==> images/sizing.png <==
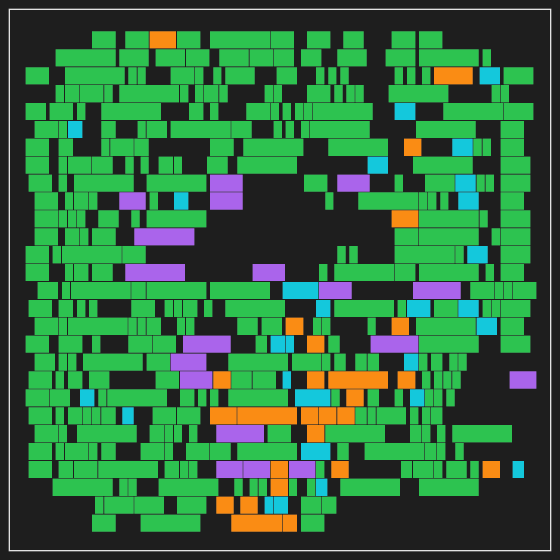
==> images/route_heat.png <==
Scale bar: 20 um. The die is cut into 16 by 16 equal tiles; dark blue is low, red is high, scaled to the fullest tile. Values are wire area over tile area, all layers added.
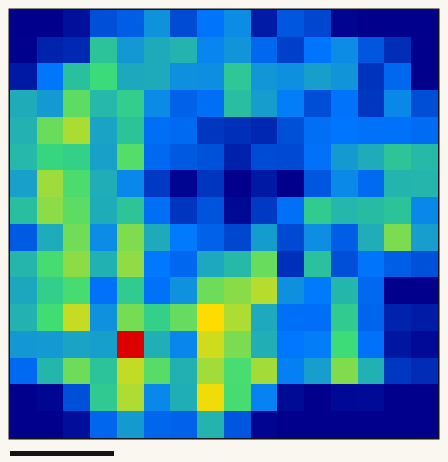
==> images/class_map.png <==
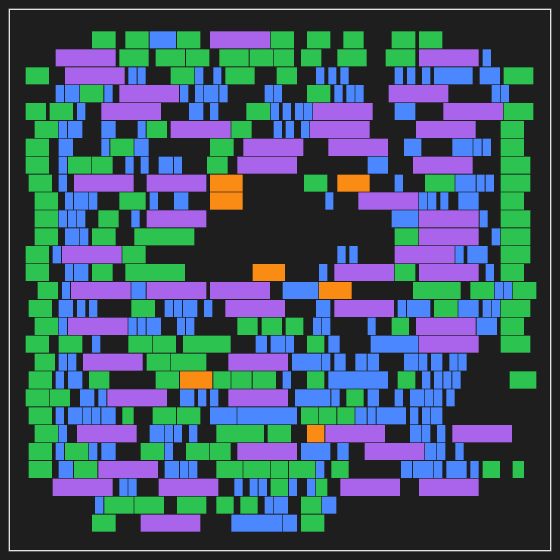
`src/rtl/lampfpu_sqrt_sched.sv`:
```
// rtl/lampfpu_sqrt_sched.sv - two-port round-robin scheduler for the shared iterative sqrt unit
module lampfpu_sqrt_sched #(
  parameter int TIMEOUT = 32,
  parameter int CNT_W   = $clog2(TIMEOUT + 1)
) (
  input  logic             clk,
  input  logic             rst,
  input  logic [1:0]       req_valid_i,
  output logic [1:0]       req_ready_o,
  input  logic [1:0]       req_invSqrt_i,
  input  logic [1:0]       req_sign_i,
  input  logic [15:0]      req_exp_i,
  input  logic [15:0]      req_mant_i,
  input  logic [7:0]       req_flags_i,
  output logic             doSqrt_o,
  output logic             invSqrt_o,
  output logic             signum_op_o,
  output logic [7:0]       extExp_op_o,
  output logic [7:0]       extMant_op_o,
  output logic             isInf_op_o,
  output logic             isZero_op_o,
  output logic             isSNAN_op_o,
  output logic             isQNAN_op_o,
  input  logic             sqrt_valid_i,
  input  logic             sqrt_s_i,
  input  logic [7:0]       sqrt_e_i,
  input  logic [6:0]       sqrt_f_i,
  output logic             rsp_valid_o,
  input  logic             rsp_ready_i,
  output logic             rsp_id_o,
  output logic             rsp_s_o,
  output logic [7:0]       rsp_e_o,
  output logic [6:0]       rsp_f_o,
  output logic             rsp_err_o,
  output logic             busy_o
);

  typedef enum logic [1:0] {
    S_IDLE  = 2'd0,
    S_ISSUE = 2'd1,
    S_WAIT  = 2'd2,
    S_RESP  = 2'd3
  } state_t;

  // Last WAIT count before the watchdog gives up on the unit.
  localparam logic [CNT_W-1:0] LP_CNT_LAST = CNT_W'(TIMEOUT - 1);

  state_t           r_state;
  state_t           w_state_nxt;
  logic             r_rr_ptr;
  logic [CNT_W-1:0] r_cnt;

  logic             r_op_inv;
  logic             r_op_sign;
  logic [7:0]       r_op_exp;
  logic [7:0]       r_op_mant;
  logic [3:0]       r_op_flags;

  logic             r_rsp_id;
  logic             r_rsp_s;
  logic [7:0]       r_rsp_e;
  logic [6:0]       r_rsp_f;
  logic             r_rsp_err;

  logic             w_req_any;
  logic             w_grant_id;
  logic             w_accept;
  logic             w_launch;
  logic             w_capture;
  logic             w_abort;
  logic             w_handshake;

  // Arbitration: a lone requester wins outright, a tie goes to the round-robin pointer.
  always_comb begin
    w_req_any  = |req_valid_i;
    w_grant_id = (&req_valid_i) ? r_rr_ptr : req_valid_i[1];
  end

  // State register.
  always_ff @(posedge clk or negedge rst) begin
    if (!rst) begin
      r_state <= S_IDLE;
    end else begin
      r_state <= w_state_nxt;
    end
  end

  // Next-state logic and per-state event strobes.
  always_comb begin
    w_state_nxt = r_state;
    w_accept    = 1'b0;
    w_launch    = 1'b0;
    w_capture   = 1'b0;
    w_abort     = 1'b0;
    w_handshake = 1'b0;
    case (r_state)
      S_IDLE: begin
        if (w_req_any) begin
          w_accept    = 1'b1;
          w_state_nxt = S_ISSUE;
        end
      end
      S_ISSUE: begin
        w_launch    = 1'b1;
        w_state_nxt = S_WAIT;
      end
      S_WAIT: begin
        if (sqrt_valid_i) begin
          w_capture   = 1'b1;
          w_state_nxt = S_RESP;
        end else if (r_cnt == LP_CNT_LAST) begin
          w_abort     = 1'b1;
          w_state_nxt = S_RESP;
        end
      end
      S_RESP: begin
        if (rsp_ready_i) begin
          w_handshake = 1'b1;
          w_state_nxt = S_IDLE;
        end
      end
      default: w_state_nxt = S_IDLE;
    endcase
  end

  // Watchdog counter: cleared at launch, counts every WAIT cycle.
  always_ff @(posedge clk or negedge rst) begin
    if (!rst) begin
      r_cnt <= '0;
    end else if (w_launch) begin
      r_cnt <= '0;
    end else if (r_state == S_WAIT) begin
      r_cnt <= r_cnt + CNT_W'(1);
    end
  end

  // Operand capture on grant; held until the next grant since the unit samples flags after launch.
  always_ff @(posedge clk or negedge rst) begin
    if (!rst) begin
      r_op_inv   <= 1'b0;
      r_op_sign  <= 1'b0;
      r_op_exp   <= '0;
      r_op_mant  <= '0;
      r_op_flags <= '0;
      r_rsp_id   <= 1'b0;
    end else if (w_accept) begin
      r_op_inv   <= w_grant_id ? req_invSqrt_i[1] : req_invSqrt_i[0];
      r_op_sign  <= w_grant_id ? req_sign_i[1]    : req_sign_i[0];
      r_op_exp   <= w_grant_id ? req_exp_i[15:8]  : req_exp_i[7:0];
      r_op_mant  <= w_grant_id ? req_mant_i[15:8] : req_mant_i[7:0];
      r_op_flags <= w_grant_id ? req_flags_i[7:4] : req_flags_i[3:0];
      r_rsp_id   <= w_grant_id;
    end
  end

  // Result capture: real result from the unit, or a quiet NaN with err on watchdog abort.
  always_ff @(posedge clk or negedge rst) begin
    if (!rst) begin
      r_rsp_s   <= 1'b0;
      r_rsp_e   <= '0;
      r_rsp_f   <= '0;
      r_rsp_err <= 1'b0;
    end else if (w_capture) begin
      r_rsp_s   <= sqrt_s_i;
      r_rsp_e   <= sqrt_e_i;
      r_rsp_f   <= sqrt_f_i;
      r_rsp_err <= 1'b0;
    end else if (w_abort) begin
      r_rsp_s   <= 1'b0;
      r_rsp_e   <= 8'hFF;
      r_rsp_f   <= 7'h40;
      r_rsp_err <= 1'b1;
    end
  end

  // Fairness pointer: after serving a port, the other one wins the next tie.
  always_ff @(posedge clk or negedge rst) begin
    if (!rst) begin
      r_rr_ptr <= 1'b0;
    end else if (w_handshake) begin
      r_rr_ptr <= ~r_rsp_id;
    end
  end

  // Output mapping; ready is also gated by reset so nothing looks accepted while held in reset.
  always_comb begin
    req_ready_o  = (w_accept && rst) ? {w_grant_id, ~w_grant_id} : 2'b00;
    doSqrt_o     = w_launch;
    invSqrt_o    = r_op_inv;
    signum_op_o  = r_op_sign;
    extExp_op_o  = r_op_exp;
    extMant_op_o = r_op_mant;
    isInf_op_o   = r_op_flags[3];
    isZero_op_o  = r_op_flags[2];
    isSNAN_op_o  = r_op_flags[1];
    isQNAN_op_o  = r_op_flags[0];
    rsp_valid_o  = (r_state == S_RESP);
    rsp_id_o     = r_rsp_id;
    rsp_s_o      = r_rsp_s;
    rsp_e_o      = r_rsp_e;
    rsp_f_o      = r_rsp_f;
    rsp_err_o    = r_rsp_err;
    busy_o       = (r_state != S_IDLE);
  end

endmodule
```
`config.mk`:
```
export PLATFORM = sky130hd
export DESIGN_NAME = lampfpu_sqrt_sched
export DESIGN_NICKNAME = d
export VERILOG_FILES = /design/src/rtl/lampfpu_sqrt_sched.sv
export SDC_FILE = /design/constraint.sdc
export NUM_CORES = 1
export LEC_CHECK = 0
export ABC_AREA = 1
export CAP_MARGIN = 20
export CORE_MARGIN = 2
export CORE_UTILIZATION = 38
export CTS_BUF_LIST = sky130_fd_sc_hd__clkbuf_2 sky130_fd_sc_hd__clkbuf_4 sky130_fd_sc_hd__clkbuf_8
export DETAILED_ROUTE_END_ITERATION = 6
export PLACE_DENSITY = 0.79
export SLEW_MARGIN = 0
export SYNTH_ARGS = -nofsm -noshare
export SYNTH_HDL_FRONTEND = slang
export SYNTH_SLANG_ARGS = --single-unit
```
`constraint.sdc`:
```
create_clock -name clk -period 1.5 [get_ports clk]
set_input_delay 0.225 -clock clk [delete_from_list [all_inputs] [get_ports clk]]
set_output_delay 0.225 -clock clk [all_outputs]
set_load 0.02 [all_outputs]
```
==> design notes <==
Counting I/O delays and the setup requirement, the final critical path takes 1580 ps. For this run, the slowest stage of the critical path takes 510 ps. The logs give 2 for the number of H-tree levels and 18.7% for the overall fraction of global-route tracks in use. For this run, the leading register cell type out of synthesis is sky130_fd_sc_hd__dfrtp_1. The worst VDD IR drop from the latest analysis is 0.929 mV. The total overflow left after global routing is 0. Required arrival time at the worst endpoint: 1270 ps.

The run gives 52.9% for the post-synthesis sequential area ratio. The detailed router finished its first iteration with 63 violations. For the total cells reported by yosys after synthesis, the log shows 268. The run finished, with violations left.

For the final setup violation count, the log shows 2. The total number of nets in the final design was 471. In this run, the synthesized area fraction spent on AND-OR/OR-AND gates is recorded as 12.2%. Leaving out fill and tap cells, the most frequent cells in the layout are sky130_fd_sc_hd__nand2_1, sky130_fd_sc_hd__clkdlybuf4s50_1, sky130_fd_sc_hd__dfrtp_1.

Synthesis produced 268 cells. The leakage power of the design came out at 0.00192 uW. The synthesis run identifies the leading combinational cell family as simple AND/OR/NAND/NOR gates. The number of global-route vias before repair was 2274; the count of unresolved DRC violations after routing was 0. The number of warnings reported in the stage logs is 32. For the least setup slack across all paths after layout, the log shows -77.8 ps. Per the OpenROAD floorplan log, the height of the die is 82.1 um. After legalization and detailed placement, the total HPWL measured 4.44 mm. Max fanout on the critical path was recorded as 3. The sum of routed wire length over all layers was 6.42 mm; the post-synthesis instance area was 0.00232 mm2.

The classification of the worst setup path is in2out. The power consumption is 7550 uW. The max-slew check reports its worst relative slack as 58.7%. Clock tree synthesis inserted a total of 5 buffers. On the final layout, the worst hold slack is 48.8 ps. Traced cell by cell, the critical path runs through clkdlybuf4s50_1, nand2_1, nand2_2, inv_2, nor4_4, buf_4. The script logs the mean routed wire length per placed instance as 13.5 um.

The via density per instance was 4.80; the share of synthesized cell area in and, or, nand and nor gates was 23.4%. The cell taking the most area after synthesis was sky130_fd_sc_hd__dfrtp_1. Residual antenna-violating net count after detailed routing: 0. The timing report gives the clock slew at the launch and capture registers of the worst setup and hold paths as 80 ps.

The report puts the hold buffer count at CTS at 0. The average cell area after synthesis works out to 8.64 um2. Static timing analysis puts the maximum clock frequency at 0.634 GHz. The total area inside the core boundary comes to 0.00592 mm2. At the end of routability-driven placement, the weighted congestion stood at 0.798.

The checks that failed: setup timing. After synthesis the netlist holds a flip-flop and latch count of 49. sky130_fd_sc_hd__nand2_1 is the most common cell in the netlist. Per the synthesis report, the adder-cell share of the synthesized area is 3.24%.

Power spread over the standard cell area amounts to 1940 mW/mm2. Initial antenna violation count: 0. TritonCTS built the clock tree.

In the synthesis report, Yosys lists the chip area as 0.00232 mm2. The clock passes through at most 2 buffers. The setup skew after layout was 6.79 ps; the count of flip-flops with a built-in enable after synthesis was 0. The quantity of I/O buffers inserted on ports was 110. The transition time recorded at the tightest slew-check pin is 620 ps.

The tools report the clock root buffer as sky130_fd_sc_hd__clkbuf_8. When the netlist entered floorplanning its net count stood at 340. The final max-slew violation count recorded for this run is 0. According to the floorplan log, the row count is 28.
About sizing.png:
Key: x6 and larger = purple [cells 18, most used clkbuf_8]; x2 = cyan [cells 27, most used a21oi_2]; x3 and x4 = orange [cells 26, most used buf_4]; x1 and smaller = green [cells 328, most used nand2_1]

About route_heat.png:
12% of the tiles are nearly empty. The emptiest ninth of the die: bottom right. The fullest tile reaches 0.53. 15% of the tiles are over half the peak. The mean over all tiles is 0.15.

About class_map.png:
Key: remaining logic cells = blue [cells 209]; clock drivers and dummy loads = orange [cells 7]; remaining buffers and delay cells = green [cells 134]; registers = purple [cells 49]

## path summary, 6_finish.rpt
check / from / to / slack (ps) / cells past startpoint
min reg2reg: rsp_f_o[5] / rsp_f_o[5] / 470 / 2
min in group clk: sqrt_f_i[2] / rsp_f_o[2] / 470 / 3
max: req_valid_i[0] / req_ready_o[0] / -80 / 6
max reg2reg: r_state[1] / extMant_op_o[0] / 40 / 9
max in group asynchronous: rst / rsp_f_o[1] / 1050 / 2
min: rst / r_cnt[3] / 50 / 2
## layout make-up
type,count,area [um2]
inverter,27,108
clock inverter,1,7.51
timing repair buffer,134,1380
clock buffer,6,82.6
tap,75,93.8
multi-input combinational,182,998
sequential,49,1230
fill,506,2030
## flip-flops by register name, summed over array words and instances (netlist names)
| name | count |
|---|---|
| invSqrt_o | 1 |
| signum_op_o | 1 |
| rsp_e_o | 8 |
| r_rr_ptr | 1 |
| r_state | 2 |
| r_op_flags | 4 |
| rsp_err_o | 1 |
| rsp_id_o | 1 |
| rsp_f_o | 7 |
| rsp_s_o | 1 |
| r_cnt | 6 |
| extExp_op_o | 8 |
| extMant_op_o | 8 |
## stage by stage
step / utilization [%] / cells / worst slack [ps] / area [um2]
after floorplan: - / 268 / 47.3 / 2320
after global placement: 60.7 / 460 / -390 / 3590
after detailed placement: 60.7 / 460 / -406 / 3590
after CTS: 61.8 / 467 / -80.1 / 3660
after global routing: 65.8 / 474 / -178 / 3890
final: 65.8 / 474 / -77.8 / 3890
## power breakdown
| group | internal, uW | switching, uW |
|---|---|---|
| Combinational | 2100 | 2340 |
| Sequential | 1950 | 366 |
| Clock | 365 | 425 |
## cell families after synthesis
| kind of cell | Yosys count |
|---|---|
| XOR/XNOR | 2 |
| AND/OR/NAND/NOR | 133 |
| buffers and inverters | 37 |
| AND-OR/OR-AND | 41 |
| flip-flops | 49 |
| adder cells (fa/ha/maj) | 6 |
## repair_timing
action                                  in CTS  in global routing
pin swaps                                    2                  6
buffers inserted                             0                  4
cloned                                       0                  4
endpoints found under the setup margin      28                 41
resized                                     49                 42
## metal layers
metal | share of wire, % | track usage [%] | vias up
met5 | 0 | 0 | -
met4 | 1.2 | 5.33 | 0
met3 | 7.0 | 6.37 | 7
met2 | 53 | 33.8 | 72
met1 | 39 | 20.8 | 1083
li1 | - | - | 1111
Power figures rest on the tool's default switching activity, not on a simulated workload.
